`config.mk`:
```
export PLATFORM = sky130hd
export DESIGN_NAME = load_store_unit
export DESIGN_NICKNAME = d
export VERILOG_FILES = /design/src/rtl/load_store_unit.sv
export SDC_FILE = /design/constraint.sdc
export NUM_CORES = 1
export LEC_CHECK = 0
export CAP_MARGIN = 20
export CORE_MARGIN = 5
export CORE_UTILIZATION = 40
export CTS_CLUSTER_SIZE = 28
export DETAILED_ROUTE_END_ITERATION = 10
export PLACE_DENSITY_LB_ADDON = 0.1
export SLEW_MARGIN = 20
export SYNTH_ARGS = -nofsm -noshare
export SYNTH_HDL_FRONTEND = slang
export SYNTH_SLANG_ARGS = --single-unit
```
`constraint.sdc`:
```
create_clock -name clk -period 6.05 [get_ports clk]
set_clock_uncertainty 0.15 [all_clocks]
set_input_delay 1.21 -clock clk [delete_from_list [all_inputs] [get_ports clk]]
set_output_delay 1.21 -clock clk [all_outputs]
set_load 0.1 [all_outputs]
```
`src/rtl/load_store_unit.sv`:
```
// Load/store unit: initiator side of the word-addressed data-memory interface.
// Byte-addressed requests are split into a word index and a little-endian byte lane.
// Loads are extended to 32 bits.
// Byte and halfword stores are done as read-modify-write.
module load_store_unit #(
  parameter int unsigned DEPTH = 206
) (
  input  logic        clk,
  input  logic        reset,
  input  logic        req_valid,
  output logic        req_ready,
  input  logic        req_we,
  input  logic [1:0]  req_size,
  input  logic        req_unsigned,
  input  logic [31:0] req_addr,
  input  logic [31:0] req_wdata,
  output logic        resp_valid,
  output logic        resp_err,
  output logic [31:0] resp_rdata,
  output logic [31:0] mem_addr,
  output logic [31:0] mem_din,
  output logic        mem_we,
  input  logic [31:0] mem_dout
);

  localparam int unsigned DW = 32;

  localparam logic [1:0] SZ_BYTE = 2'b00;
  localparam logic [1:0] SZ_HALF = 2'b01;
  localparam logic [1:0] SZ_WORD = 2'b10;
  localparam logic [1:0] SZ_ILL  = 2'b11;

  typedef enum logic [2:0] {
    S_IDLE = 3'd0,
    S_RD   = 3'd1,
    S_RMW  = 3'd2,
    S_WR   = 3'd3,
    S_ERR  = 3'd4
  } state_t;

  state_t          state_q;
  logic [1:0]      addr_lo_q;
  logic [1:0]      size_q;
  logic            uns_q;
  logic [DW-1:0]   wdata_q;
  logic            req_ready_q;
  logic            resp_valid_q;
  logic            resp_err_q;
  logic [DW-1:0]   resp_rdata_q;
  logic [DW-1:0]   mem_addr_q;
  logic [DW-1:0]   mem_din_q;
  logic            mem_we_q;

  logic [4:0]      byte_sh;
  logic [4:0]      half_sh;
  logic [7:0]      byte_v;
  logic [15:0]     half_v;
  logic [DW-1:0]   load_ext;
  logic [DW-1:0]   merged;
  logic            acc_err;

  // Lane extraction, load extension, store merge and request legality check.
  always_comb begin
    byte_sh  = {addr_lo_q, 3'b000};
    half_sh  = {addr_lo_q[1], 4'b0000};
    byte_v   = 8'(mem_dout >> byte_sh);
    half_v   = 16'(mem_dout >> half_sh);
    load_ext = mem_dout;
    merged   = mem_dout;
    acc_err  = 1'b0;

    case (size_q)
      SZ_BYTE: load_ext = uns_q ? {24'h0, byte_v} : {{24{byte_v[7]}}, byte_v};
      SZ_HALF: load_ext = uns_q ? {16'h0, half_v} : {{16{half_v[15]}}, half_v};
      default: load_ext = mem_dout;
    endcase

    if (size_q == SZ_BYTE) begin
      merged = (mem_dout & ~(32'h0000_00FF << byte_sh)) | (DW'(wdata_q[7:0]) << byte_sh);
    end else begin
      merged = (mem_dout & ~(32'h0000_FFFF << half_sh)) | (DW'(wdata_q[15:0]) << half_sh);
    end

    if (req_size == SZ_ILL)                                  acc_err = 1'b1;
    if (req_size == SZ_HALF && req_addr[0])                  acc_err = 1'b1;
    if (req_size == SZ_WORD && req_addr[1:0] != 2'b00)       acc_err = 1'b1;
    if ({2'b00, req_addr[31:2]} >= DW'(DEPTH))               acc_err = 1'b1;
  end

  // Control FSM with registered memory-side and response-side outputs.
  always_ff @(posedge clk) begin
    if (reset) begin
      state_q      <= S_IDLE;
      addr_lo_q    <= 2'b00;
      size_q       <= 2'b00;
      uns_q        <= 1'b0;
      wdata_q      <= '0;
      req_ready_q  <= 1'b1;
      resp_valid_q <= 1'b0;
      resp_err_q   <= 1'b0;
      resp_rdata_q <= '0;
      mem_addr_q   <= '0;
      mem_din_q    <= '0;
      mem_we_q     <= 1'b0;
    end else begin
      resp_valid_q <= 1'b0;
      resp_err_q   <= 1'b0;
      mem_we_q     <= 1'b0;
      case (state_q)
        S_IDLE: begin
          if (req_valid) begin
            addr_lo_q   <= req_addr[1:0];
            size_q      <= req_size;
            uns_q       <= req_unsigned;
            wdata_q     <= req_wdata;
            mem_addr_q  <= {2'b00, req_addr[31:2]};
            req_ready_q <= 1'b0;
            if (acc_err) begin
              state_q <= S_ERR;
            end else if (!req_we) begin
              state_q <= S_RD;
            end else if (req_size == SZ_WORD) begin
              mem_din_q <= req_wdata;
              mem_we_q  <= 1'b1;
              state_q   <= S_WR;
            end else begin
              state_q <= S_RMW;
            end
          end
        end
        S_RD: begin
          resp_rdata_q <= load_ext;
          resp_valid_q <= 1'b1;
          req_ready_q  <= 1'b1;
          state_q      <= S_IDLE;
        end
        S_RMW: begin
          mem_din_q <= merged;
          mem_we_q  <= 1'b1;
          state_q   <= S_WR;
        end
        S_WR: begin
          resp_rdata_q <= '0;
          resp_valid_q <= 1'b1;
          req_ready_q  <= 1'b1;
          state_q      <= S_IDLE;
        end
        S_ERR: begin
          resp_rdata_q <= '0;
          resp_valid_q <= 1'b1;
          resp_err_q   <= 1'b1;
          req_ready_q  <= 1'b1;
          state_q      <= S_IDLE;
        end
        default: begin
          req_ready_q <= 1'b1;
          state_q     <= S_IDLE;
        end
      endcase
    end
  end

  assign req_ready  = req_ready_q;
  assign resp_valid = resp_valid_q;
  assign resp_err   = resp_err_q;
  assign resp_rdata = resp_rdata_q;
  assign mem_addr   = mem_addr_q;
  assign mem_din    = mem_din_q;
  assign mem_we     = mem_we_q;

endmodule

```
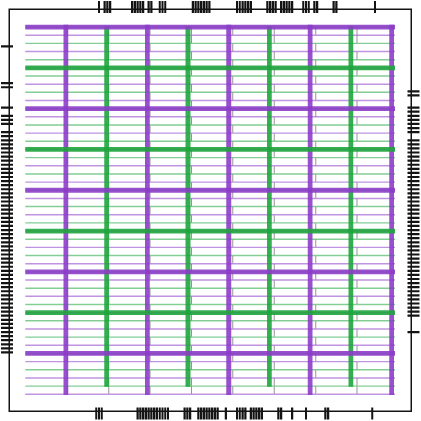
**Above:** supply network.
(3 px per micron) Pins as bars on the die edge. Tap cells in gray.
| color | net |
|---|---|
| green | VDD |
| purple | VSS |
rows: 45
met5 straps: 9

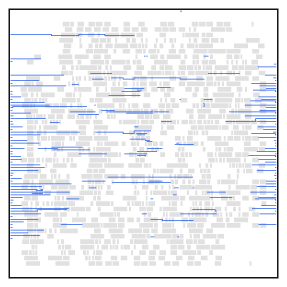
**Above:** signal wires on met3.
(2 px per micron) Cells faint in the background.
longest straight run: 42.3 microns
nets with wire on the layer: 160

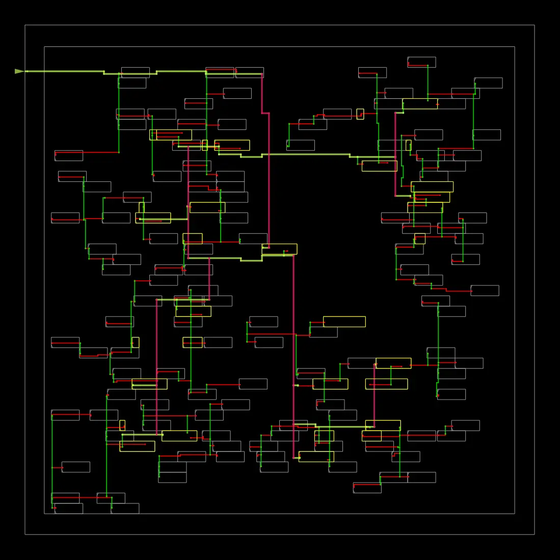
**Above:** clock wiring as the flow saved it.
count of sequential standard cells: 122
clock buffer instance count of the final layout: 25
clock latency at the later pin of the worst-skew pair: 0.42 ns

==> out/qor.tcl <==
set qor(status) {completed}
set qor(flop_share_of_the_area) 0.278
set qor(min_period_ns) 3.30
set qor(synth_area_leader_cell) {sky130_fd_sc_hd__dfxtp_1}
set qor(tool_warnings) 28
set qor(post_cts_buffers) 0
set qor(combinationalPower_uw) 375
set qor(regToRegStartpoint) {size_q[1]}
set qor(grt_start_max_net_pins) 103
set qor(tritoncts) {done}
set qor(critical-path-max-stage-delay_ns) 1.15
set qor(post_synth_instance_area_sq_um) 6100
set qor(post-place-ws_ns) 2.10
set qor(relative_area_change_from_synthesis_to_final_layout_pct) 43.8
set qor(clock_power_share) 0.460
set qor(first_global_vias) 5969
set qor(use_met2) 0.356
set qor(pg_clk_uw) 1050
set qor(logic_area_sq_um) 3400
set qor(comb_area_frac) 0.388
set qor(drc_errors) 0
set qor(nonClockBufferCount) 205
set qor(worstSetupEndpointType) {primary output}
set qor(floorplan.core_util) 0.404
set qor(synthesis.area_per_instance_sq_um) 7.91
set qor(synth_cells) 772
set qor(yosys.area_share.simple) 0.232
set qor(worstMarginPinSlew_ns) 1.01
set qor(chipArea_sq_um) 17800
set qor(grt.total_usage) 0.223
set qor(timing.critical_path.from_type) {register}
set qor(power.switching_fraction) 0.272
set qor(cts-root-buf) {sky130_fd_sc_hd__clkbuf_16}
set qor(diodes) 0
set qor(synthXorXnorAreaFrac) 0
set qor(fp.dieW_microns) 134
set qor(hold_depth) 2
through the flow:
stage	cells	power (uW)	util	area (sq um)	hold slack, ns
after floorplan	773	1100	-	6110	0.295
after global placement	1103	1230	0.538	8120	0.285
after global routing	1137	2360	0.582	8780	0.315
final	1137	2270	0.582	8780	0.301
after detailed placement	1103	1240	0.538	8120	0.295
after CTS	1135	2280	0.579	8730	0.304
worst max-delay path by stage:
stage	cells after the start	to
2_1_floorplan	6	mem_din[21]
3_3_place_gp	6	mem_din[27]
3_5_place_dp	6	mem_din[15]
4_1_cts	6	mem_din[15]
5_1_grt	6	resp_rdata[20]
6_report	1	mem_din[15]
metal layers:
layer	part of all wire	wire, microns
met2	0.46	9250
met5	0	0
met4	0.021	426
met1	0.44	8860
met3	0.080	1610
Power and IR drop assume default switching activity.
